===== src/rtl/fir_poly_decim.sv =====
// Polyphase decimating FIR: per-phase delay lines, one time-multiplexed MAC with a
// registered multiplier, valid/ready input, pulsed output, runtime coefficient writes.
module fir_poly_decim #(
    parameter int unsigned M            = 20,
    parameter int unsigned BANK_LEN     = 6,
    parameter int unsigned N_TAPS       = M * BANK_LEN,
    parameter int unsigned INPUT_WIDTH  = 12,
    parameter int unsigned TAP_WIDTH    = 16,
    parameter int unsigned OUTPUT_WIDTH = INPUT_WIDTH + TAP_WIDTH + $clog2(N_TAPS)
) (
    input  logic                              clk,
    input  logic                              rst,
    input  logic signed [INPUT_WIDTH-1:0]     din,
    input  logic                              din_valid,
    output logic                              din_ready,
    output logic signed [OUTPUT_WIDTH-1:0]    dout,
    output logic                              dout_valid,
    input  logic                              tap_wr_en,
    input  logic        [$clog2(N_TAPS)-1:0]  tap_wr_addr,
    input  logic signed [TAP_WIDTH-1:0]       tap_wr_data
);

    localparam int unsigned AW = $clog2(N_TAPS);
    localparam int unsigned PW = INPUT_WIDTH + TAP_WIDTH;
    localparam int unsigned FW = PW + $clog2(N_TAPS);
    localparam int unsigned QW = $clog2(M);
    localparam int unsigned MW = (BANK_LEN > 1) ? $clog2(BANK_LEN) : 1;

    localparam logic [1:0] IDLE  = 2'd0;
    localparam logic [1:0] MAC   = 2'd1;
    localparam logic [1:0] DRAIN = 2'd2;

    if (N_TAPS != M * BANK_LEN) begin : g_bad_taps
        $error("fir_poly_decim: N_TAPS must equal M*BANK_LEN");
    end
    if (M < 2) begin : g_bad_m
        $error("fir_poly_decim: M must be at least 2");
    end

    logic        [1:0]             state;
    logic        [QW-1:0]          phase;
    logic        [MW-1:0]          mcnt;
    logic signed [INPUT_WIDTH-1:0] dly [M][BANK_LEN];
    logic signed [TAP_WIDTH-1:0]   coef [N_TAPS];
    logic signed [PW-1:0]          prod;
    logic signed [FW-1:0]          acc;
    logic signed [FW-1:0]          acc_sum;
    logic signed [OUTPUT_WIDTH-1:0] dout_next;

    logic                          accept;
    logic                          tap_ok;
    logic                          mac_last;
    logic        [AW-1:0]          mac_idx;
    logic signed [INPUT_WIDTH-1:0] cur_x;
    logic signed [TAP_WIDTH-1:0]   cur_h;

    assign din_ready = (state == IDLE);
    assign accept    = din_valid && din_ready;
    assign tap_ok    = tap_wr_en && (state == IDLE) && (int'(tap_wr_addr) < int'(N_TAPS));
    assign mac_last  = (mcnt == MW'(BANK_LEN - 1));

    // Branch q tap m uses coefficient h[M-1-q+m*M]
    always_comb begin
        int idx;
        idx     = int'(M) - 1 - int'(phase) + int'(mcnt) * int'(M);
        mac_idx = AW'(idx);
        cur_x   = dly[phase][mcnt];
        cur_h   = coef[mac_idx];
    end

    assign acc_sum = acc + FW'(prod);

    if (OUTPUT_WIDTH <= FW) begin : g_out_trunc
        // Dropping low bits of a two's-complement value rounds toward -inf
        assign dout_next = acc_sum[FW-1 -: OUTPUT_WIDTH];
    end else begin : g_out_ext
        assign dout_next = OUTPUT_WIDTH'(acc_sum);
    end

    // Coefficients have no reset: contents survive rst and come from configuration
    always_ff @(posedge clk) begin
        if (tap_ok) begin
            coef[tap_wr_addr] <= tap_wr_data;
        end
    end

    always_ff @(posedge clk) begin
        if (rst) begin
            state      <= IDLE;
            phase      <= '0;
            mcnt       <= '0;
            acc        <= '0;
            prod       <= '0;
            dout       <= '0;
            dout_valid <= 1'b0;
            for (int p = 0; p < int'(M); p++) begin
                for (int k = 0; k < int'(BANK_LEN); k++) begin
                    dly[p][k] <= '0;
                end
            end
        end else begin
            dout_valid <= 1'b0;
            case (state)
                IDLE: begin
                    if (accept) begin
                        for (int p = 0; p < int'(M); p++) begin
                            if (QW'(p) == phase) begin
                                dly[p][0] <= din;
                                for (int k = 1; k < int'(BANK_LEN); k++) begin
                                    dly[p][k] <= dly[p][k-1];
                                end
                            end
                        end
                        mcnt  <= '0;
                        state <= MAC;
                    end
                end
                MAC: begin
                    prod <= PW'(cur_x) * PW'(cur_h);
                    // prod still holds the previous sample's last product on the first cycle
                    if (mcnt != '0) begin
                        acc <= acc_sum;
                    end
                    if (mac_last) begin
                        mcnt  <= '0;
                        state <= DRAIN;
                    end else begin
                        mcnt <= mcnt + 1'b1;
                    end
                end
                DRAIN: begin
                    state <= IDLE;
                    if (phase == QW'(M - 1)) begin
                        phase      <= '0;
                        dout       <= dout_next;
                        dout_valid <= 1'b1;
                        acc        <= '0;
                    end else begin
                        phase <= phase + 1'b1;
                        acc   <= acc_sum;
                    end
                end
                default: state <= IDLE;
            endcase
        end
    end

endmodule


===== config.mk =====
export PLATFORM = sky130hd
export DESIGN_NAME = fir_poly_decim
export DESIGN_NICKNAME = d
export VERILOG_FILES = /design/src/rtl/fir_poly_decim.sv
export SDC_FILE = /design/constraint.sdc
export NUM_CORES = 2
export LEC_CHECK = 0
export ABC_AREA = 0
export CAP_MARGIN = 20
export CORE_UTILIZATION = 63
export CTS_CLUSTER_SIZE = 8
export DETAILED_ROUTE_END_ITERATION = 6
export GPL_TIMING_DRIVEN = 0
export PLACE_DENSITY_LB_ADDON = 0.15
export SETUP_SLACK_MARGIN = 0.5
export SYNTH_ARGS = -nofsm -noshare
export SYNTH_HDL_FRONTEND = slang
export SYNTH_SLANG_ARGS = --single-unit

===== constraint.sdc =====
create_clock -name clk -period 11.25 [get_ports clk]
set_clock_uncertainty 0.1 [all_clocks]
set_input_delay 2.25 -clock clk [delete_from_list [all_inputs] [get_ports clk]]
set_output_delay 2.25 -clock clk [all_outputs]
set_load 0.01 [all_outputs]

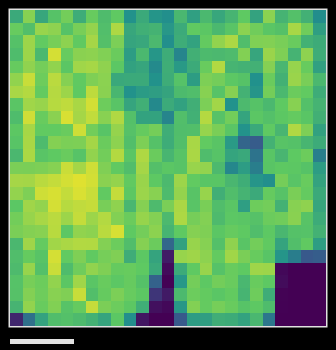
**Above:** cell area per tile.
Scale bar: 100 µm. 25 x 25 tiles, from dark purple (low) to yellow (high), 0 to 100% covered.
mean over tiles	70%
tiles over 75% full	48%
nearly empty tiles	3.4%
fullest tile	95%

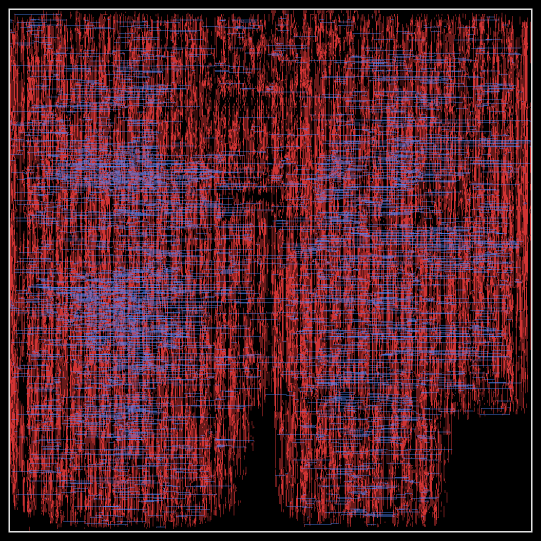
**Above:** signal wires by layer.
Two of the layers only.
layer	color	wire length
M3	blue	57.6 mm
M2	red	230 mm

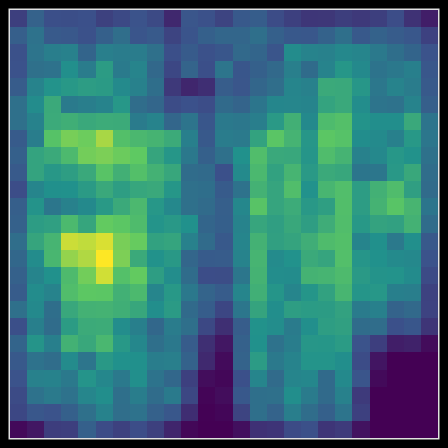
**Above:** wire density map.
25 x 25 tiles, from dark purple (low) to yellow (high), scaled to the fullest tile. Values are wire area over tile area, all layers added.
nearly empty tiles	3.8%
mean over tiles	0.36
fullest tile	0.86
emptiest ninth of the die	south-east
tiles over half the peak	34%
GRT Overall Usage: 40.7%
routed wirelength normalized by instance count: 40.0 µm
routed vias: 86,200
final WL: 487 mm

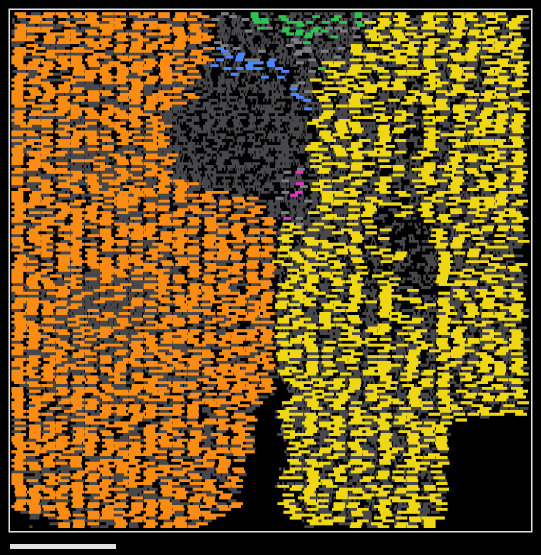
**Above:** where the registers sit.
Scale bar: 100 µm. Other sequential cells in the stronger gray, the rest of the logic in the fainter gray.
name in the netlist	color	flops
`phase`	magenta	5
`dout`	green	35
`prod`	blue	28
`coef`	orange	1,920
`dly`	yellow	1,440

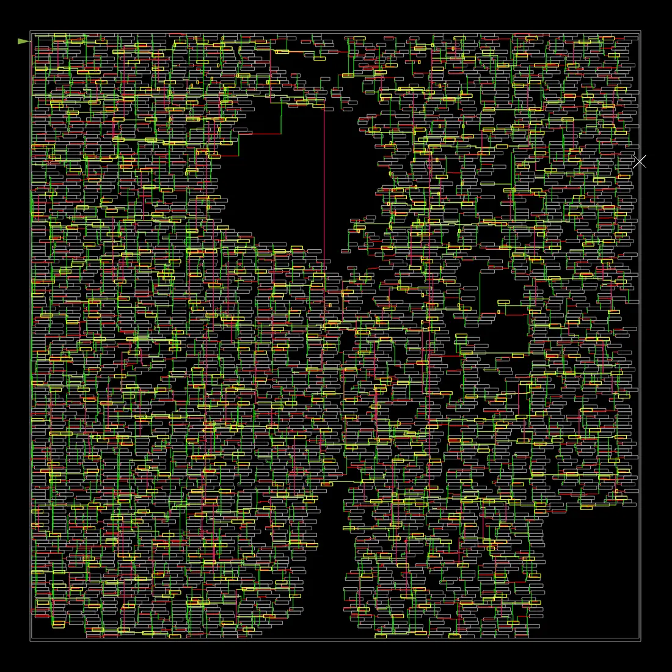
**Above:** clock wiring as the flow saved it.
Clk Latency, worst-skew pair: 1.07 ns
number of clock buffers in the layout: 541
number of flip-flops and latches: 3,474
# clock sinks: 3,474
P_clk: 12,900 µW

==> notes.md <==
Implementation results.

The flow ran to the end, but the final reports show violations. The checks that failed: design-rule violations. Per the final report, max-transition violations number 0.

met1 track demand over resource after global routing is 49.5%. The Yosys step of the flow raised 0 warnings. The kind of critical path is reg2reg. The area share of the largest cell type after synthesis is 66.8%. The fraction of synthesized area in multiplexers is 15.9%. The mapped cell area is 151,000 µm².

The sequential fraction of design power is 44.3%. For this design the static power due to leakage is 0.0589 µW. The slowest stage of the critical path belongs to the cell sky130_fd_sc_hd__dfxtp_1. The uppermost metal layer occupied by signal nets is met5. The final layout report lists a filler cell count of 13,600. The cell-mix breakdown from Yosys lists the compound-gate area share as 1.79%. The TritonCTS clock tree is built. The H-tree was split into 5 levels.

The sequential power is 14,600 µW. The pin closest to its max-slew limit shows a slew of 1.33 ns. The first-pass GRT wire length is 673 mm. Averaged over all synthesized cells, the footprint is 18.5 µm². In the detailed route, the total length drawn on met3 is 57.6 mm. Power comes to 32,900 µW. The critical path capture point type is a flip-flop. The largest buffer count on any clock path is 4. The die is 492 µm wide.

The met2 usage in global routing is 63.7%. The power group with the highest consumption is sequential cells. Detailed placement finished with a half-perimeter wire length of 325 mm. The sum of negative setup slack is 0 ns. The maximum ir drop on the vdd rail is 400 µV. The OpenROAD report gives the critical path a required time of 12.02 ns. Yosys stat counts 8,172 cells in the synthesized netlist. Per the timing report, the achievable frequency comes out to 94.2 MHz. The first-iteration detailed-routing DRC count is 13,300. Combinational logic is responsible for 16.6% of the overall power. The CTS clock-pin slew for the worst setup and hold paths is 0.05 ns. For this design the ratio of total power to cell area is 191 nW/µm². Leaving out filler cells and counting taps, the final layout contains 12,200.

For this run, asynchronously set or reset flops after synthesis account for 0%. By instance count after routing, the leading logic cell types are sky130_fd_sc_hd__edfxtp_1, sky130_fd_sc_hd__and2_1, sky130_fd_sc_hd__mux4_2. The worst slew slack as a fraction of its limit is 11.1%. The number of enable flip-flop cells is 3,360.

The iteration count of the initial detailed-routing pass is 7. The post-synthesis to final-layout area growth is 14.1%. Cells fill 72.5% of the core in the end. The layer flagged by global routing as most heavily used is met2. Ranked by total cell area, the synthesized netlist is headed by sky130_fd_sc_hd__edfxtp_1, sky130_fd_sc_hd__mux4_2, sky130_fd_sc_hd__and2_1. The die is 492 µm tall. The switching power is 8650 µW.

The post-route cell area is 173,000 µm². The DRC violation total left in the routed layout is recorded as 3. For this block, wires on met1 add up to 156 mm.

The main logic family after synthesis is multiplexers. The routed length on met2 is 230 mm. For this design, the CTS-stage hold fixing added 0 buffers.

The CTS report gives the tree buffer count as 485. The final-report hold violation count is 0. The number of different library cells in the post-synthesis netlist is 74. The combinational logic power is 5470 µW. The total die area is 242,000 µm². Clock tree synthesis selected as its root buffer the cell sky130_fd_sc_hd__clkbuf_16. The number of global-route vias before repair came to 87,500. In this design, the critical path's most frequently occurring cell is sky130_fd_sc_hd__fa_1.

The power report shows net switching accounting for 26.3% of the total. Setup violations remaining at the end of the flow were counted as 0.
[flip-flops by register name, summed over array words and instances, names as in the netlist, named ones only]
register,count
acc,35
coef,1920
dly,1440
dout,35
dout_valid,1
mcnt,3
phase,5
prod,28
state,2
[worst max-delay path, delay by kind of cell (launching register included)]
kind | cells | cell delay, ns
adder cells (fa/ha/maj) | 6 | 2.70
AND-OR/OR-AND | 9 | 2.59
buffers and inverters | 8 | 2.77
AND/OR/NAND/NOR | 3 | 0.50
multiplexers | 2 | 0.98
flip-flops | 1 | 0.84
[final cells by class]
| type | count | area (µm²) | area share [%] |
|---|---|---|---|
| well taps | 3167 | 3960 | 2.30 |
| inverters | 223 | 837 | 0.485 |
| repair buffers | 254 | 4030 | 2.33 |
| flip-flops and latches | 3474 | 103000 | 59.8 |
| clock inverters | 18 | 317 | 0.183 |
| diodes | 30 | 75.1 | 0.0435 |
| plain buffers | 528 | 2750 | 1.59 |
| clock buffers | 541 | 12400 | 7.17 |
| multi-input cells | 3947 | 45000 | 26.1 |
[final timing paths]
path / slack (ns) / start / end / cells past startpoint
setup / recovery: 0.63 / phase[1]$_SDFFE_PP0P_ / prod[27]$_SDFFE_PP0P_ / 28
hold / removal: 0.36 / dout[33]$_SDFFE_PP0P_ / dout[33]$_SDFFE_PP0P_ / 2
setup reg to reg: 0.63 / phase[1]$_SDFFE_PP0P_ / prod[27]$_SDFFE_PP0P_ / 28
hold reg to reg: 0.36 / dout[33]$_SDFFE_PP0P_ / dout[33]$_SDFFE_PP0P_ / 2
[per-stage QoR]
stage                     setup slack, ns  hold slack (ns)
final                               0.634            0.356
after global routing                0.525            0.386
after CTS                           0.533            0.356
after detailed placement            0.479            0.344
after global placement             -0.308            0.353
after floorplan                      3.03            0.329
No activity file was given, so power comes from the tool's default toggle rates.
